$ cat src/rtl/writeback_unit.sv
// Writeback stage: one holding register per source (ALU, load return), round-robin
// arbitration on contention, load extraction/extension, registered register-file write port.
module writeback_unit #(
   parameter int unsigned BUS_DATA_WIDTH = 64
) (
   input  logic                      clk,
   input  logic                      reset,
   input  logic                      alu_valid,
   output logic                      alu_ready,
   input  logic [4:0]                alu_rd,
   input  logic [BUS_DATA_WIDTH-1:0] alu_result,
   input  logic                      mem_valid,
   output logic                      mem_ready,
   input  logic [4:0]                mem_rd,
   input  logic [BUS_DATA_WIDTH-1:0] mem_data,
   input  logic [1:0]                mem_size,
   input  logic                      mem_unsigned,
   input  logic [2:0]                mem_offset,
   output logic                      write_en,
   output logic [4:0]                addressC,
   output logic [BUS_DATA_WIDTH-1:0] writeBack,
   output logic                      misaligned_err
);
   localparam int unsigned W = BUS_DATA_WIDTH;

   logic          alu_full_q, alu_full_d;
   logic [4:0]    alu_rd_q, alu_rd_d;
   logic [W-1:0]  alu_data_q, alu_data_d;
   logic          mem_full_q, mem_full_d;
   logic [4:0]    mem_rd_q, mem_rd_d;
   logic [W-1:0]  mem_data_q, mem_data_d;
   logic [1:0]    mem_size_q, mem_size_d;
   logic          mem_uns_q, mem_uns_d;
   logic [2:0]    mem_off_q, mem_off_d;
   logic          last_mem_q, last_mem_d;
   logic          write_en_q, write_en_d;
   logic          err_q, err_d;
   logic [4:0]    addr_q, addr_d;
   logic [W-1:0]  wb_q, wb_d;

   logic          alu_gnt, mem_gnt, contended, mem_misaligned;
   logic [W-1:0]  mem_shifted, mem_ext;

   // Last-grant only matters (and only moves) when both sources compete.
   always_comb begin
      contended = alu_full_q && mem_full_q;
      alu_gnt   = alu_full_q && (!mem_full_q || last_mem_q);
      mem_gnt   = mem_full_q && (!alu_full_q || !last_mem_q);
      alu_ready = !reset && (!alu_full_q || alu_gnt);
      mem_ready = !reset && (!mem_full_q || mem_gnt);
   end

   always_comb begin
      mem_shifted = mem_data_q >> {mem_off_q, 3'b000};
      mem_ext     = mem_data_q;
      unique case (mem_size_q)
         2'd0: mem_ext = mem_uns_q ? {{(W-8){1'b0}}, mem_shifted[7:0]}
                                   : {{(W-8){mem_shifted[7]}}, mem_shifted[7:0]};
         2'd1: mem_ext = mem_uns_q ? {{(W-16){1'b0}}, mem_shifted[15:0]}
                                   : {{(W-16){mem_shifted[15]}}, mem_shifted[15:0]};
         2'd2: mem_ext = mem_uns_q ? {{(W-32){1'b0}}, mem_shifted[31:0]}
                                   : {{(W-32){mem_shifted[31]}}, mem_shifted[31:0]};
         default: mem_ext = mem_data_q;
      endcase
      unique case (mem_size_q)
         2'd0:    mem_misaligned = 1'b0;
         2'd1:    mem_misaligned = mem_off_q[0];
         2'd2:    mem_misaligned = |mem_off_q[1:0];
         default: mem_misaligned = |mem_off_q;
      endcase
   end

   always_comb begin
      alu_full_d = alu_full_q;
      alu_rd_d   = alu_rd_q;
      alu_data_d = alu_data_q;
      mem_full_d = mem_full_q;
      mem_rd_d   = mem_rd_q;
      mem_data_d = mem_data_q;
      mem_size_d = mem_size_q;
      mem_uns_d  = mem_uns_q;
      mem_off_d  = mem_off_q;
      last_mem_d = last_mem_q;
      write_en_d = 1'b0;
      err_d      = 1'b0;
      addr_d     = addr_q;
      wb_d       = wb_q;

      if (alu_gnt) alu_full_d = 1'b0;
      if (alu_valid && alu_ready) begin
         alu_full_d = 1'b1;
         alu_rd_d   = alu_rd;
         alu_data_d = alu_result;
      end
      if (mem_gnt) mem_full_d = 1'b0;
      if (mem_valid && mem_ready) begin
         mem_full_d = 1'b1;
         mem_rd_d   = mem_rd;
         mem_data_d = mem_data;
         mem_size_d = mem_size;
         mem_uns_d  = mem_unsigned;
         mem_off_d  = mem_offset;
      end

      if (alu_gnt) begin
         if (contended) last_mem_d = 1'b0;
         addr_d     = alu_rd_q;
         wb_d       = alu_data_q;
         write_en_d = alu_rd_q != 5'd0;
      end else if (mem_gnt) begin
         if (contended) last_mem_d = 1'b1;
         addr_d     = mem_rd_q;
         wb_d       = mem_ext;
         write_en_d = (mem_rd_q != 5'd0) && !mem_misaligned;
         err_d      = mem_misaligned;
      end
   end

   always_ff @(posedge clk) begin
      if (reset) begin
         alu_full_q <= 1'b0;
         alu_rd_q   <= '0;
         alu_data_q <= '0;
         mem_full_q <= 1'b0;
         mem_rd_q   <= '0;
         mem_data_q <= '0;
         mem_size_q <= '0;
         mem_uns_q  <= 1'b0;
         mem_off_q  <= '0;
         last_mem_q <= 1'b0;
         write_en_q <= 1'b0;
         err_q      <= 1'b0;
         addr_q     <= '0;
         wb_q       <= '0;
      end else begin
         alu_full_q <= alu_full_d;
         alu_rd_q   <= alu_rd_d;
         alu_data_q <= alu_data_d;
         mem_full_q <= mem_full_d;
         mem_rd_q   <= mem_rd_d;
         mem_data_q <= mem_data_d;
         mem_size_q <= mem_size_d;
         mem_uns_q  <= mem_uns_d;
         mem_off_q  <= mem_off_d;
         last_mem_q <= last_mem_d;
         write_en_q <= write_en_d;
         err_q      <= err_d;
         addr_q     <= addr_d;
         wb_q       <= wb_d;
      end
   end

   assign write_en       = write_en_q;
   assign misaligned_err = err_q;
   assign addressC       = addr_q;
   assign writeBack      = wb_q;

endmodule

$ cat config.mk
export PLATFORM = sky130hd
export DESIGN_NAME = writeback_unit
export DESIGN_NICKNAME = d
export VERILOG_FILES = /design/src/rtl/writeback_unit.sv
export SDC_FILE = /design/constraint.sdc
export NUM_CORES = 1
export LEC_CHECK = 0
export ABC_AREA = 1
export CAP_MARGIN = 20
export CORE_ASPECT_RATIO = 1.2
export CORE_MARGIN = 5
export CORE_UTILIZATION = 55
export CTS_CLUSTER_SIZE = 30
export DETAILED_ROUTE_END_ITERATION = 16
export GPL_TIMING_DRIVEN = 0
export PLACE_DENSITY = 0.85
export SYNTH_ARGS = -nofsm -noshare
export SYNTH_HDL_FRONTEND = slang
export SYNTH_SLANG_ARGS = --single-unit
$ cat constraint.sdc
create_clock -name clk -period 3.8 [get_ports clk]
set_input_delay 1.14 -clock clk [delete_from_list [all_inputs] [get_ports clk]]
set_output_delay 1.14 -clock clk [all_outputs]
set_load 0.005 [all_outputs]
Figure 1. The metal 1 layer.
Drawn at 2 px/µm. Supply wires on this layer in grey.
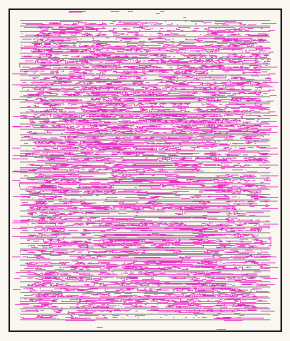
The layer holds 36% of the routed length. The longest straight run is 55.7 µm. 1,774 nets have wire on it. The wires run mostly horizontal. The layer carries 16,300 µm of wire.

Figure 2. A small window of the routed layout.
Region (53, 97) to (83, 127) µm. Cells in grey, sequential cells in the stronger grey; small squares are vias.
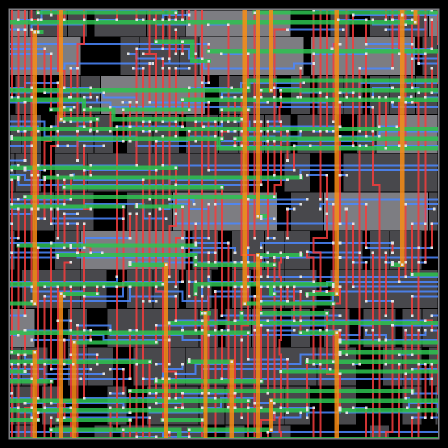
Blue shows metal 1. Green shows metal 3. Red shows metal 2. Orange shows metal 4.
Most frequent: nand2_1 (24), a21oi_1 (14). Sequential cells in the window: 9. Netlist names of flops here include `mem_data_q` (4), `writeBack` (3), `alu_data_q` (2). 101 logic cells have their middle in the window.

==> highlights.md <==
Power and ir drop
* 0.00259 W — flip-flop and latch power
* 0.376 mV — VDD IR max
* 19.1% — proportion of power drawn by combinational gates
* 40.1% — Clock Power Share
* 0.00185 W — Sw Pwr
* 0.00255 W — clock network power consumption
* sequential cells — leading power group
* 0.00635 W — total power after layout
* 5.46 nW — leakage dissipation
* 0.00450 W — Internal Power
* 0.00122 W — power dissipated in combinational cells
* 40.8% — part of the power in registers
* 29.2% — Net Sw Frac

Yosys
* 218 — synthesized flop and latch total
* dfxtp_1 — leading area contributor after synthesis
* 34 — post-synth cell types
* 1,486 — Yosys Instances
* 0 — flip-flops with a built-in enable
* 23.7% — area fraction in and, or, nand and nor cells after synthesis
* dfxtp_1 — commonest register cell after synthesis
* 0.0104 mm² — yosys-reported design area after synthesis
* 0% — Mux area share
* dfxtp_1 42%, nand2_1 17%, o31ai_1 7.6% — Post-synth area hogs
* 0% — area share of fa/ha/maj cells after synthesis
* 464 x nand2_1, 218 x dfxtp_1, 148 x a21oi_1 — synth cell count leaders
* AND-OR/OR-AND gates — Dominant comb cell
* 0 — count of synthesis-stage warnings from yosys
* 0% — XOR/XNOR Area Share
* 6.97 µm² — Avg Cell Area, Syn
* 1,634 — synthesized netlist net count
* 1,486 — Synth Instances

Layout
* 29 — layout clock buffer count
* 0 — Diodes inserted
* 32.8% — Layout area overhead
* 31.7% — register fraction of the total cell area
* 464 x nand2_1, 219 x clkdlybuf4s50_1, 218 x dfxtp_1 — most instantiated logic cells after routing
* 20.1% — layout buffering overhead excluding clock cells
* logic gates — biggest cell category by area in the final layout
* nand2_1 — dominant logic cell type in the layout
* 36.1% — combinational share of cell area
* 218 — count of flip-flops and latches
* 336 — Buffers excl. clock
* 0.00436 mm² — Register Area
* 1,878 — number of nets in the finished design
* 1,019 — Combinational Gates
* 2,002 — post-route insts no fill
* 7.04% — fraction of final layout cells sized beyond drive strength 1
* 133 — non-clock inverter instance count of the final layout
* 73.5% — Post-Route Utilization

Setup path
* input pin — type of element launching the critical path
* 2.33 ns — Arrival @ worst endpoint
* in -> out — critical path class
* alu_data_q[58] — capturing point of the worst reg2reg path
* 6 — cells on worst reg2reg path
* reset — Crit. Startpoint
* 0.53 ns — Largest stage delay, worst path
* mem_full_q — FF-to-FF Start
* primary output — endpoint class of the critical path
* 5 — number of cells on the critical path
* 10 — crit path max fanout
* clkdlybuf4s50_1 — Worst path slowest cell
* alu_ready — capturing element of the worst setup path
* 1.09 ns — minimum setup slack among reg-to-reg paths
* 4 — buffer and inverter count on the worst path
* dlymetal6s2s_1, clkbuf_16, clkbuf_8, nor2_1, clkdlybuf4s50_1 — crit path cell chain

Drt
* 21,200 µm — WL met2
* 0 — residual DRC count
* 0 — Routed Antenna Nets
* 4340 µm — Met3 Wirelength
* 1,462 — iteration-0 DRC count of the detailed router
* 22.5 µm — average routed wire per standard cell
* met4 — highest layer used for signal routing
* 5 — number of iterations in the first detailed-routing pass
* 45,100 µm — final wirelength

Floorplan
* 160 µm — Chip Height
* 55.3% — floorplan core density
* 0.0187 mm² — Core Area
* 221 — io pins
* 0.0217 mm² — total die size

Global route
* 12,000 — number of global-route vias before repair
* 39.9% — overall global routing resource usage
* 6.52% — GR Util met3
* 47.3% — met1 track utilization from global routing
* met2 — most utilized layer in the global route result
* 0 — remaining global-route overflow
* 19 — pin count of the biggest net entering global routing
* 67,500 µm — first-pass GRT wire length
* 67.1% — GRT met2 Usage

STA
* 0.473 ns — minimum hold slack
* 1.05 ns — transition time at the pin with the least slew margin
* 0.331 ns — post-route worst setup slack
* 3.47 ns — shortest clock period the worst path allows after layout
* 0.0249 ns — Clock Skews
* 0 ns — Total Neg Setup Slack
* 0 — number of setup violations in the final report
* 29.6% — Slew HR
* no — RSZ-0062 raised after global routing
* 0.288 GHz — Max Clk Rate
* 0 — Final Max-Slew Violation Tally
* 0 — number of hold-slack violations in the final timing report

Place
* 0.973 — routability congestion estimate
* 220 — Port Buffers
* -1.13 ns — setup slack after placement
* 0.0129 mm² — DP Area
* 33,600 µm — post-detail-place hpwl
* 1,962 — # placed instances

Flow run
* 26 — number of warnings the tools reported
* 0 — number of max-cap violations

CTS
* 0.07 ns — Clk pin slew, worst setup/hold paths
* 0.53 ns — clock latency on the worst-skew pair
* 22 — total CTS buffers
* 0 — Post-CTS Hold Buffers
* yes — clock tree from TritonCTS
* 3 — CTS max path bufs
* 1 — depth of the CTS H-tree
* 7 — Post-CTS Resized
* clkbuf_16 — buffer cell driving the clock tree root

Status
* finished, final reports clean — result of the run

Figure 3. Routed metal, one colour a layer.
Drawn at 2 px/µm. Two of the layers only.
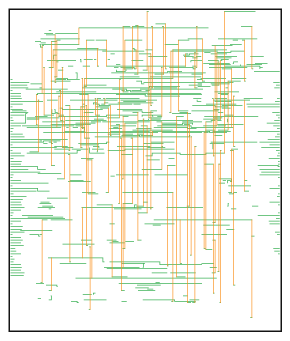
Green shows metal 3, wire length 4,340 µm. Orange shows metal 4, wire length 3,250 µm.

Power is estimated from default activity; no workload was simulated.
